[src/rtl/idex_stage_reg.sv]
// ID/EX pipeline register with load-use hazard detection, bubble insertion,
// flush and a saturating count of inserted bubbles.
module idex_stage_reg #(
    parameter int DATA_W = 32,
    parameter int REG_W  = 5,
    parameter int CNT_W  = 16
) (
    input  logic              clk,
    input  logic              rst,
    input  logic              id_valid,
    input  logic [REG_W-1:0]  id_rs,
    input  logic [REG_W-1:0]  id_rt,
    input  logic [REG_W-1:0]  id_rd,
    input  logic              id_uses_rt,
    input  logic [DATA_W-1:0] id_busa,
    input  logic [DATA_W-1:0] id_busb,
    input  logic [DATA_W-1:0] id_imm,
    input  logic [3:0]        id_aluctr,
    input  logic              id_alusrc,
    input  logic              id_regwr,
    input  logic              id_memwr,
    input  logic              id_memtoreg,
    input  logic              flush,
    input  logic              ex_hold,
    output logic              idex_valid,
    output logic [REG_W-1:0]  idex_rs,
    output logic [REG_W-1:0]  idex_rt,
    output logic [REG_W-1:0]  idex_rd,
    output logic [DATA_W-1:0] idex_busa,
    output logic [DATA_W-1:0] idex_busb,
    output logic [DATA_W-1:0] idex_imm,
    output logic [3:0]        idex_aluctr,
    output logic              idex_alusrc,
    output logic              idex_regwr,
    output logic              idex_memwr,
    output logic              idex_memtoreg,
    output logic              stall,
    output logic [CNT_W-1:0]  bubble_cnt
);

    typedef struct packed {
        logic              valid;
        logic [REG_W-1:0]  rs;
        logic [REG_W-1:0]  rt;
        logic [REG_W-1:0]  rd;
        logic [DATA_W-1:0] busa;
        logic [DATA_W-1:0] busb;
        logic [DATA_W-1:0] imm;
        logic [3:0]        aluctr;
        logic              alusrc;
        logic              regwr;
        logic              memwr;
        logic              memtoreg;
    } idex_t;

    idex_t            q;
    idex_t            d_cap;
    logic             luse;
    logic             bubble;
    logic             rs_hit;
    logic             rt_hit;
    logic [CNT_W-1:0] cnt;

    // An invalid ID slot must never write architectural state downstream.
    always_comb begin
        d_cap          = '0;
        d_cap.valid    = id_valid;
        d_cap.rs       = id_rs;
        d_cap.rt       = id_rt;
        d_cap.rd       = id_rd;
        d_cap.busa     = id_busa;
        d_cap.busb     = id_busb;
        d_cap.imm      = id_imm;
        d_cap.aluctr   = id_aluctr;
        d_cap.alusrc   = id_alusrc;
        d_cap.regwr    = id_regwr & id_valid;
        d_cap.memwr    = id_memwr & id_valid;
        d_cap.memtoreg = id_memtoreg;
    end

    assign rs_hit = (q.rd == id_rs);
    assign rt_hit = id_uses_rt & (q.rd == id_rt);

    // $0 is never a real dependency, so a load into it cannot stall.
    assign luse = q.valid & q.memtoreg & q.regwr & (q.rd != '0)
                & id_valid & (rs_hit | rt_hit);

    assign bubble = flush | luse;
    assign stall  = !rst & (ex_hold | (luse & !flush));

    always_ff @(posedge clk) begin
        if (rst) begin
            q   <= '0;
            cnt <= '0;
        end else if (!ex_hold) begin
            if (bubble) begin
                q <= '0;
                if (cnt != '1)
                    cnt <= cnt + {{(CNT_W-1){1'b0}}, 1'b1};
            end else begin
                q <= d_cap;
            end
        end
    end

    assign idex_valid    = q.valid;
    assign idex_rs       = q.rs;
    assign idex_rt       = q.rt;
    assign idex_rd       = q.rd;
    assign idex_busa     = q.busa;
    assign idex_busb     = q.busb;
    assign idex_imm      = q.imm;
    assign idex_aluctr   = q.aluctr;
    assign idex_alusrc   = q.alusrc;
    assign idex_regwr    = q.regwr;
    assign idex_memwr    = q.memwr;
    assign idex_memtoreg = q.memtoreg;
    assign bubble_cnt    = cnt;

endmodule
[config.mk]
export PLATFORM = sky130hd
export DESIGN_NAME = idex_stage_reg
export DESIGN_NICKNAME = d
export VERILOG_FILES = /design/src/rtl/idex_stage_reg.sv
export SDC_FILE = /design/constraint.sdc
export NUM_CORES = 1
export LEC_CHECK = 0
export CAP_MARGIN = 10
export CELL_PAD_IN_SITES_DETAIL_PLACEMENT = 1
export CELL_PAD_IN_SITES_GLOBAL_PLACEMENT = 2
export CORE_UTILIZATION = 25
export CTS_BUF_LIST = sky130_fd_sc_hd__clkbuf_8
export DETAILED_ROUTE_END_ITERATION = 10
export PLACE_DENSITY_LB_ADDON = 0.2
export SETUP_SLACK_MARGIN = 0.5
export SYNTH_ARGS = -nofsm -noshare
export SYNTH_HDL_FRONTEND = slang
export SYNTH_SLANG_ARGS = --single-unit
[constraint.sdc]
create_clock -name clk -period 4.4 [get_ports clk]
set_clock_uncertainty 0.05 [all_clocks]
set_input_delay 0.44 -clock clk [delete_from_list [all_inputs] [get_ports clk]]
set_output_delay 0.44 -clock clk [all_outputs]
set_load 0.01 [all_outputs]
==> run notes <==
Notes on the physical implementation.

- The CTS H-tree depth is 4, for reference.
- The part of the total power dissipated in combinational logic is 12.7%, for reference.
- The biggest slice of the area belongs to sequential cells.
- The routed length on met3 is 1220 um, for reference.
- In the per-layer breakdown of the detailed-route log, met1 shows 6350 um.
- The reported leakage power is 2.79 nW, for reference.
- After clock tree synthesis, the flow added hold-fix buffers numbering 0.
- After floorplanning, the core was divided into 49 placement rows.
- The top cell family by delay on the critical path is simple AND/OR/NAND/NOR gates, for reference.
- The tally of clock buffers in the finished layout is 20, for reference.
- After filler insertion, the fill cell instance count of the layout stands at 1,973.
- Detailed routing inserted a total of 4,188 vias.
- The synthesized instance count is 389.
- The register bit count reported by yosys is 136, for reference.
- The worst min-delay path category is reg2reg, for reference.
- The number of DRC markers after the initial detailed-route iteration is 141, for reference.
- The worst reg-to-reg setup slack is 1.08 ns, for reference.
- 262 I/O pins were placed.
- The share of the synthesized area in the top cell type is 59.0%, for reference.
- The fraction of final cell area spent on clock buffers and inverters in this run is 4.75%.
- The type of element capturing the critical path is a flip-flop, for reference.
- The antenna diode count is 0, for reference.
- Looking at the clock tree report, the root buffer type is clkbuf_8.
- The layer flagged by global routing as most heavily used is met2.
- The sequential logic power is 0.00130 W, for reference.
- The number of nets produced by synthesis is 515, for reference.
- After synthesis, the chip area reported by Yosys is 4610 um2.
- Leaving out fill and tap cells, the most frequent cells in the layout are clkdlybuf4s50_1, dfxtp_1, a22o_1, clkbuf_8, a21oi_1.
- The overall chip area is 19,000 um2, for reference.
- The flow ran to the end, and the final reports show no timing, DRC or antenna violations.
- The most frequently used cell type in the post-synthesis netlist is dfxtp_1, for reference.
- Summed over all nets, wire length on met2 after detailed routing comes to 8000 um.
- In the Yosys report, the sequential cells make up 59.0% of the chip area.
- The first global-routing pass estimated 23,500 um of wire.
- In this run the remaining antenna-violating nets after routing total 0.
- The path type of the worst setup path is reg2reg, for reference.
- The placed instance count is 852, for reference.
- The hold violation count in the final report is 0, for reference.
- The net count of the finished layout is 768, for reference.
- According to the cell report, flip-flops and latches in the layout number 136.
- Dividing the detail-routed via count by the number of cells gives 4.74.
- In the post-synthesis netlist, the biggest area contributors are dfxtp_1, a22o_1, buf_6.
- Leaving out the clock tree, the finished layout contains an inverter count of 5.
- For this floorplan the total number of well-tap instances is 229.
- The shortest clock period the worst path allows after layout is 3.32 ns, for reference.
- The final cycle utilization of the critical path is 75.5%, for reference.
- The switching portion of total power comes to 25.7%.
- In this run the tightest slew margin relative to its limit is 20.3%.
- The capturing element of the worst setup path is idex_imm[16], for reference.
- The post-CTS setup-driven buffer insertion count is 0, for reference.
- In the final layout, flip-flops and latches occupy 2720 um2.
- The share of the core area taken by cells at floorplan is 25.6%.
- Summing all non-filler instances in the final layout gives an area of 7720 um2.
- The critical path maximum fanout is 109.
- The number of buffer and inverter instances along the worst setup path is 1, for reference.
- For the pin with the worst max-slew slack, the measured transition is 1.20 ns.
- The share of synthesized registers carrying an async set or reset is 0%, for reference.
- The number of synthesized flops with an enable pin is 0, for reference.
- Non-clock buffers in the final layout number 265.
- Entering global routing, the biggest net connects 110 pins.
- The post-CTS clock slew at the launch and capture registers of the worst setup and hold paths is 0.08 ns, for reference.
- In this run the top signal layer used is met4.
- TritonRoute output was used to compute an average wire per cell of 17.9 um.
- The timing report lists the critical path depth as 6 cells.
- The summed instance area of the synthesized netlist is 4610 um2, for reference.
- Sequential cells make up 35.3% of the cell area.
- OpenSTA lists the critical path startpoint as idex_rd[0].
- The internal power consumption is 0.00192 W, for reference.
- TritonCTS built the clock tree.
- The final timing report counts setup violations totalling 0.
- The critical path endpoint has a required time of 4.74 ns.
- The via count of the first global-routing pass was 4,238.
- Summing over the stages, the warning tally comes to 28.
- STA classifies the critical path startpoint as a flip-flop.
- The endpoint with the worst hold slack is idex_aluctr[2], for reference.
- The global placement routability congestion is 0.715, for reference.
- By count the netlist is led by dfxtp_1, a22o_1, clkbuf_1.
- The global routing report lists met3 layer usage as 6.33%.
- The summed negative setup slack over all endpoints is 0 ns, for reference.
- The overall track demand over capacity in global routing is 16.5%, for reference.
- The largest individual stage delay along the critical path comes from the cell buf_4.
- The initial antenna violation count was 0.
- The worst register-to-register path has a depth of 6.
- Global routing used 18.1% of the available met1 tracks.
- The number of DRC violations after detailed routing is 0, for reference.
- Clock tree synthesis inserted a total of 17 buffers.
- Setup repair after global routing left no endpoint under its margin.
- Looking at the power breakdown, sequential logic takes 50.2% of the total.
- The area after detailed placement is 7350 um2, for reference.
- The dominant cell type by area after synthesis is dfxtp_1, for reference.
- The power density of the placed cells is 336 nW/um2, for reference.
- The highest clock frequency the design can meet is 0.301 GHz, for reference.
- The iteration tally of the first detailed-router pass is 5, for reference.
- The worst reg2reg path endpoint is idex_imm[16], for reference.
- According to the dpl log, the detail-placed design has an HPWL of 11,200 um.
- The launch point of the worst min-delay path is recorded as idex_aluctr[2].
- The sink count of the clock tree is 136, for reference.
- During synthesis, Yosys emitted a total of 0 warnings.
- For this run, the number of standard cells in the final layout without fillers is 884.
- The share of final layout cell area taken by non-clock buffers is 34.2%, for reference.
- The routing usage on met2 is 28.1%, for reference.
- The heaviest power group is sequential cells, for reference.
- The post-cts repair resize count is 0, for reference.
- The startpoint of the most critical register-to-register path is idex_rd[0], for reference.
- After synthesis, the mean cell area works out to 11.9 um2.
- The final timing report lists a max-slew violation count of 0.
- Per the GRT congestion report, total overflow comes to 0.
- The total wirelength of the detailed-routed design is 15,900 um, for reference.
- The signal on the critical path passes through or4_1 > o21ai_2 > o21a_2 > nor3b_4 > buf_4 > a22o_1.
- The cell count listed in synth_stat.txt is 389, for reference.
- The layout report lists the multi-input gate area as 1680 um2.
- The flow measured a signed area growth from synthesis to layout of 67.3%.
- Final hold analysis gives a worst-case slack of 0.427 ns.
- The final core area utilization is 42.8%, for reference.
- The multi-input combinational cell count is 217, for reference.
- Per the OpenROAD floorplan log, the area of the core is 18,000 um2.
- Among logic cells in the layout, the one with the most instances is clkdlybuf4s50_1.
- Per the OpenROAD power report, switching power amounts to 0.000666 W.
- The highest supply drop recorded on VDD is 0.204 mV.
- The count of cell types in the netlist is 35, for reference.
- The maximum buffer depth of the clock tree is 2, for reference.
- On the worst path, the slowest cell contributes a delay of 0.94 ns.
- Multi-input logic gates represent a cell area share of 21.8%.
- The report counts max-capacitance violations totalling 0.
- Along the worst hold path, the cell count comes to 1.
- Data arrives at the worst endpoint at 3.66 ns.
- The power in combinational cells is 0.000329 W, for reference.
- The fraction of final layout cells sized beyond drive strength 1 is 6.26%, for reference.
- Among all flip-flop cells after synthesis, the most frequent one is dfxtp_1.
==> cell families after synthesis <==
| family | after synthesis | share of synthesized area [%] |
|---|---|---|
| AOI/OAI and AO/OA | 151 | 27.0 |
| xor gates and xnor gates | 11 | 2.09 |
| adders and majority gates | 1 | 0.271 |
| buffers and inverters | 36 | 4.83 |
| DFF | 136 | 59.0 |
| muxes | 2 | 0.461 |
| and+or+nand+nor | 52 | 6.32 |
==> metrics by stage <==
step	setup WS, ns	power, W
2_1_floorplan	2.36	0.00144
3_3_place_gp	0.971	0.00166
3_5_place_dp	0.886	0.00166
4_1_cts	1.06	0.00264
5_1_grt	0.840	0.00273
6_report	1.08	0.00259
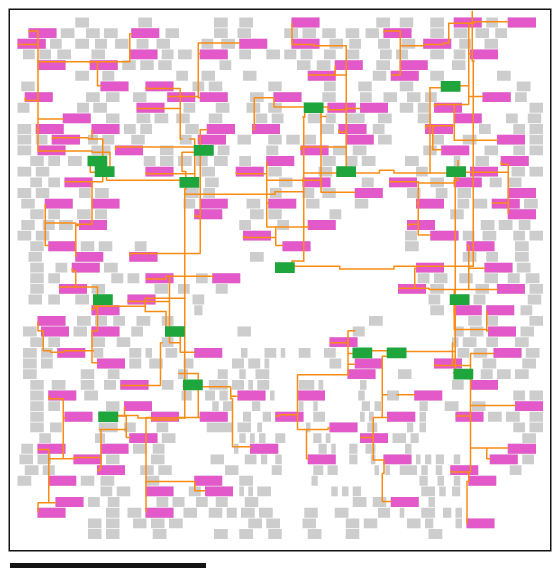
Figure 1: routed clock nets over the placement.
Bar = 50 um.
- clock wires: orange (length 1,920 um)
- cells driving clock nets: green (count 17)
- flip-flops: magenta (count 136)
- routed clock nets: 18
Clk power: 0.000959 W
Late-Pin Clk Latency: 0.45 ns
portion of total power attributed to the clock network: 37.0%

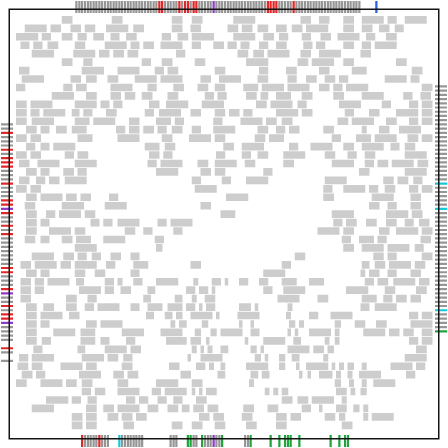
Figure 2: pin map.
Pins as bars across the die edge, other pins in gray.
- `clk`: blue (pins 1; direction input; edge top)
- `bubble_cnt`: green (pins 16; direction output; edge 15 bottom, 1 right)
- `idex_busa`: red (pins 32; direction output; edge 18 left, 12 top, 2 bottom)
- `idex_aluctr`: cyan (pins 4; direction output; edge 3 right, 1 bottom)
- `id_rd`: purple (pins 5; direction input; edge 3 left, 1 top, 1 bottom)
- all pins by edge: 101 top, 59 right, 55 left, 47 bottom
DIE WIDTH: 138 um
Die Height: 138 um
number of buffers added on ports: 261

Power and IR drop assume default switching activity.
